### src/rtl/ex_muldiv_unit.sv
`default_nettype none
// +------------------------------------------------------------------------+
// | ex_muldiv_unit: iterative RV32M multiply/divide unit for the EX stage   |
// | Rev 1.0                                                                 |
// +------------------------------------------------------------------------+
module ex_muldiv_unit #(
   parameter int XLEN = 32
) (
   input  logic              clk_i,
   input  logic              rst_i,
   input  logic              start_i,
   input  logic              flush_i,
   input  logic [9:0]        funct_i,
   input  logic [XLEN-1:0]   data1_i,
   input  logic [XLEN-1:0]   data2_i,
   input  logic [4:0]        RDaddr_i,
   output logic              busy_o,
   output logic              done_o,
   output logic [XLEN-1:0]   result_o,
   output logic [4:0]        RDaddr_o
);

   typedef enum logic [1:0] {S_IDLE, S_MUL, S_DIV, S_DONE} state_e;

   state_e              state_q, state_d;
   logic [2*XLEN-1:0]   acc_q, acc_d;
   logic [XLEN-1:0]     opb_q, opb_d;
   logic [4:0]          cnt_q, cnt_d;
   logic [2:0]          op_q, op_d;
   logic [4:0]          rd_q, rd_d;
   logic                neg_res_q, neg_res_d;
   logic                neg_rem_q, neg_rem_d;
   logic [XLEN-1:0]     result_q, result_d;
   logic [4:0]          rdout_q, rdout_d;

   logic [2:0]          w_f3;
   logic                w_accept, w_s1, w_s2, w_neg1, w_neg2, w_div0, w_ovf;
   logic [XLEN-1:0]     w_mag1, w_mag2, w_min;
   logic [XLEN:0]       w_mul_sum, w_trial;
   logic [2*XLEN-1:0]   w_mul_next, w_div_next, w_prod_fix;
   logic [XLEN-1:0]     w_mul_res, w_div_res, w_quo, w_rem;

   assign w_f3     = funct_i[2:0];
   assign w_accept = start_i && (funct_i[9:3] == 7'b0000001) && !flush_i;
   assign w_s1     = (w_f3 == 3'b001) || (w_f3 == 3'b010) || (w_f3 == 3'b100) || (w_f3 == 3'b110);
   assign w_s2     = (w_f3 == 3'b001) || (w_f3 == 3'b100) || (w_f3 == 3'b110);
   assign w_neg1   = w_s1 && data1_i[XLEN-1];
   assign w_neg2   = w_s2 && data2_i[XLEN-1];
   assign w_mag1   = w_neg1 ? -data1_i : data1_i;
   assign w_mag2   = w_neg2 ? -data2_i : data2_i;
   assign w_min    = {1'b1, {(XLEN-1){1'b0}}};
   assign w_div0   = w_f3[2] && (data2_i == '0);
   assign w_ovf    = w_f3[2] && !w_f3[0] && (data1_i == w_min) && (data2_i == '1);

   // Multiply: high half accumulates, multiplier bits shift out of the low half.
   assign w_mul_sum  = {1'b0, acc_q[2*XLEN-1:XLEN]} + {1'b0, (acc_q[0] ? opb_q : {XLEN{1'b0}})};
   assign w_mul_next = {w_mul_sum, acc_q[XLEN-1:1]};

   // Divide: high half is the partial remainder, low half shifts dividend out / quotient in.
   assign w_trial    = {acc_q[2*XLEN-1:XLEN], acc_q[XLEN-1]} - {1'b0, opb_q};
   assign w_div_next = w_trial[XLEN] ? {acc_q[2*XLEN-2:0], 1'b0}
                                     : {w_trial[XLEN-1:0], acc_q[XLEN-2:0], 1'b1};

   assign w_prod_fix = neg_res_q ? -w_mul_next : w_mul_next;
   assign w_mul_res  = (op_q == 3'b000) ? w_prod_fix[XLEN-1:0] : w_prod_fix[2*XLEN-1:XLEN];
   assign w_quo      = w_div_next[XLEN-1:0];
   assign w_rem      = w_div_next[2*XLEN-1:XLEN];
   assign w_div_res  = op_q[1] ? (neg_rem_q ? -w_rem : w_rem) : (neg_res_q ? -w_quo : w_quo);

   always_comb begin
      state_d   = state_q;
      acc_d     = acc_q;
      opb_d     = opb_q;
      cnt_d     = cnt_q;
      op_d      = op_q;
      rd_d      = rd_q;
      neg_res_d = neg_res_q;
      neg_rem_d = neg_rem_q;
      result_d  = result_q;
      rdout_d   = rdout_q;
      busy_o    = 1'b0;
      case (state_q)
         S_IDLE: begin
            if (w_accept) begin
               busy_o    = 1'b1;
               op_d      = w_f3;
               rd_d      = RDaddr_i;
               acc_d     = {{XLEN{1'b0}}, w_mag1};
               opb_d     = w_mag2;
               neg_res_d = w_neg1 ^ w_neg2;
               neg_rem_d = w_neg1;
               cnt_d     = 5'd0;
               if (w_div0) begin
                  state_d  = S_DONE;
                  result_d = w_f3[1] ? data1_i : {XLEN{1'b1}};
                  rdout_d  = RDaddr_i;
               end else if (w_ovf) begin
                  state_d  = S_DONE;
                  result_d = w_f3[1] ? {XLEN{1'b0}} : w_min;
                  rdout_d  = RDaddr_i;
               end else begin
                  state_d  = w_f3[2] ? S_DIV : S_MUL;
               end
            end
         end
         S_MUL: begin
            busy_o = 1'b1;
            acc_d  = w_mul_next;
            cnt_d  = cnt_q + 5'd1;
            if (cnt_q == 5'd31) begin
               state_d  = S_DONE;
               result_d = w_mul_res;
               rdout_d  = rd_q;
            end
         end
         S_DIV: begin
            busy_o = 1'b1;
            acc_d  = w_div_next;
            cnt_d  = cnt_q + 5'd1;
            if (cnt_q == 5'd31) begin
               state_d  = S_DONE;
               result_d = w_div_res;
               rdout_d  = rd_q;
            end
         end
         default: state_d = S_IDLE;
      endcase
      // A flushed op never completes and leaves the visible result untouched.
      if (flush_i) begin
         state_d  = S_IDLE;
         cnt_d    = 5'd0;
         result_d = result_q;
         rdout_d  = rdout_q;
      end
   end

   always_ff @(posedge clk_i) begin
      if (rst_i) begin
         state_q   <= S_IDLE;
         acc_q     <= '0;
         opb_q     <= '0;
         cnt_q     <= 5'd0;
         op_q      <= 3'b000;
         rd_q      <= 5'd0;
         neg_res_q <= 1'b0;
         neg_rem_q <= 1'b0;
         result_q  <= '0;
         rdout_q   <= 5'd0;
      end else begin
         state_q   <= state_d;
         acc_q     <= acc_d;
         opb_q     <= opb_d;
         cnt_q     <= cnt_d;
         op_q      <= op_d;
         rd_q      <= rd_d;
         neg_res_q <= neg_res_d;
         neg_rem_q <= neg_rem_d;
         result_q  <= result_d;
         rdout_q   <= rdout_d;
      end
   end

   assign done_o   = (state_q == S_DONE);
   assign result_o = result_q;
   assign RDaddr_o = rdout_q;

endmodule
`default_nettype wire

### config.mk
export PLATFORM = sky130hd
export DESIGN_NAME = ex_muldiv_unit
export DESIGN_NICKNAME = d
export VERILOG_FILES = /design/src/rtl/ex_muldiv_unit.sv
export SDC_FILE = /design/constraint.sdc
export NUM_CORES = 1
export LEC_CHECK = 0
export CAP_MARGIN = 0
export CELL_PAD_IN_SITES_DETAIL_PLACEMENT = 1
export CELL_PAD_IN_SITES_GLOBAL_PLACEMENT = 2
export CORE_ASPECT_RATIO = 0.75
export CORE_MARGIN = 4
export CORE_UTILIZATION = 35
export DETAILED_ROUTE_END_ITERATION = 10
export GPL_ROUTABILITY_DRIVEN = 1
export PLACE_DENSITY_LB_ADDON = 0.1
export RECOVER_POWER = 50
export SLEW_MARGIN = 20
export SYNTH_ARGS = -nofsm -noshare
export SYNTH_HDL_FRONTEND = slang
export SYNTH_SLANG_ARGS = --single-unit
### constraint.sdc
create_clock -name clk_i -period 5.7 [get_ports clk_i]
set_input_delay 0.57 -clock clk_i [delete_from_list [all_inputs] [get_ports clk_i]]
set_output_delay 0.57 -clock clk_i [all_outputs]
set_load 0.02 [all_outputs]
==> deck_impl_summary.md <==
Physical Implementation Snapshot

Critical path
  • Element type at the critical path start: register
  • Cells along the critical path: inv_1, buf_4, nor2_1, ha_1, a21oi_1, o21ai_0, a41o_1, a221o_1, or3_1, a211oi_1, nand4_1, or2_2, o31a_1, xnor2_1, a21oi_1, o31a_1
  • Critical path required time: 6.06 ns
  • Launching element of the worst setup path: acc_q[0]
  • Critical path depth in cells: 16

Yosys
  • Cells in synth_stat.txt: 2496
  • Cell types with the largest area share after synthesis: dfxtp_1 (18%), a21oi_1 (6.1%), nor2_1 (6.0%)
  • Synth Flop Type: dfxtp_1
  • Flip-flop and latch count after synthesis: 150
  • Number of distinct library cells after synthesis: 83
  • Synth warn: 0
  • Nets in the synthesized netlist: 2658
  • Cell Area, Synth: 17100 sq um

Pwr
  • Static leakage: 0.00731 uW
  • Power density normalized to cell area: 141 nW/um^2

STA
  • Highest clock frequency the design can meet: 0.184 GHz

Min path
  • Worst min-delay path category: reg2reg

Floorplanning
  • Die X: 263 um
  • Row Count: 69

Placement
  • Placed cell areas: 18900 sq um
  • Number of input and output port buffers inserted: 121

Clocking
  • Number of gates given a new drive strength after cts: 0

Run status
  • Result of the run: finished, final reports clean

Detailed routing
  • Remaining routing DRC violations: 0
  • Number of routed nets with antenna violations: 0
  • Final wirelength: 88.7 mm

Finish
  • Share of cells above drive strength 1: 0.0693
  • Most common cell after layout, fill and taps aside: nor2_1

Global route
  • Overflow left after global routing: 0
==> layer usage <==
metal / vias up / track usage / part of all wire
met3: 77 / 0.0820 / 0.092
met5: - / 0.0153 / 0
met4: 0 / 0.0609 / 0.015
met1: 10200 / 0.490 / 0.49
li1: 9273 / - / -
met2: 821 / 0.475 / 0.41
==> flip-flops by register name, indices dropped and copies added (netlist names) <==
name / count
opb_q: 32
state_q: 2
neg_rem_q: 1
op_q: 3
acc_q: 64
rd_q: 5
neg_res_q: 1
RDaddr_o: 5
result_o: 32
cnt_q: 5
==> cell type report <==
class	instances	area (sq um)	area share
antenna	5	12.5	0.000640
tap	639	800	0.0409
inverter	79	297	0.0152
sequential	150	3010	0.154
timing repair buffer	198	1800	0.0921
clock buffer	17	425	0.0218
clock inverter	15	155	0.00793
multi-input combinational	2066	13100	0.668
==> kinds of logic (layout without fill, tap and decap cells) <==
logic type / after synthesis / after routing / share of synthesized area
AOI/OAI and AO/OA: 846 / 846 / 0.333
xor gates and xnor gates: 163 / 163 / 0.0836
adders and majority gates: 79 / 79 / 0.0588
buffers and inverters: 280 / 309 / 0.0633
DFF: 150 / 150 / 0.176
muxes: 30 / 30 / 0.0183
other: 0 / 5 / 0
and+or+nand+nor: 948 / 948 / 0.267
==> worst reg2reg max path, cell delays in order (launching register included) <==
cell      delay [ns]
dfxtp_1         0.32
inv_1           0.50
buf_4           0.37
nor2_1          0.09
ha_1            0.41
a21oi_1         0.25
o21ai_0         0.18
a41o_1          0.27
a221o_1         0.38
or3_1           0.38
a211oi_1        0.60
nand4_1         0.34
or2_2           0.38
o31a_1          0.29
xnor2_1         0.19
a21oi_1         0.10
o31a_1          0.26
==> where the power goes <==
part           switching (uW)  internal [uW]  total [uW]
clock                     637            587        1220
combinational             305            171         477
sequential               2.28           1050        1050
total                     944           1810        2750
### Metal 4

Supply wires on this layer in grey. Cells faint in the background.
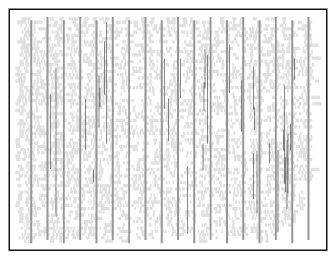
The wires run mostly vertical. 25 nets have wire on it.

### The metal 3 layer

Scale bar: 100 um. Cells faint in the background.
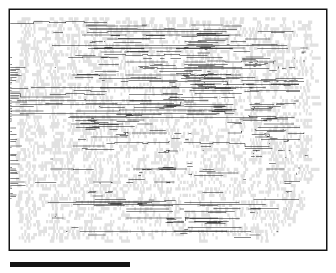
The wires run mostly horizontal. The longest straight run is 196 um. 324 nets have wire on it. The layer carries 8180 um of wire.

### Clock wiring as the flow saved it

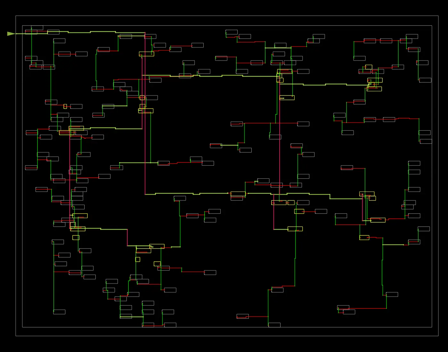
Clock Power: 1220 uW
clock buffer count in the final layout: 17

### Metal 2

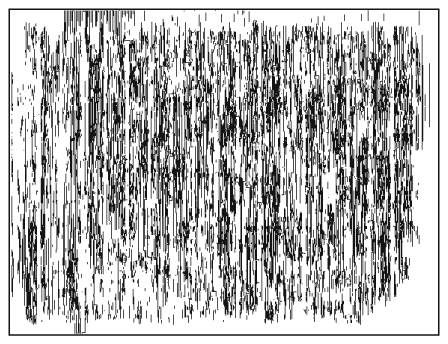
The layer holds 41% of the routed length. The longest straight run is 84.3 um.

No activity file was given, so power comes from the tool's default toggle rates.
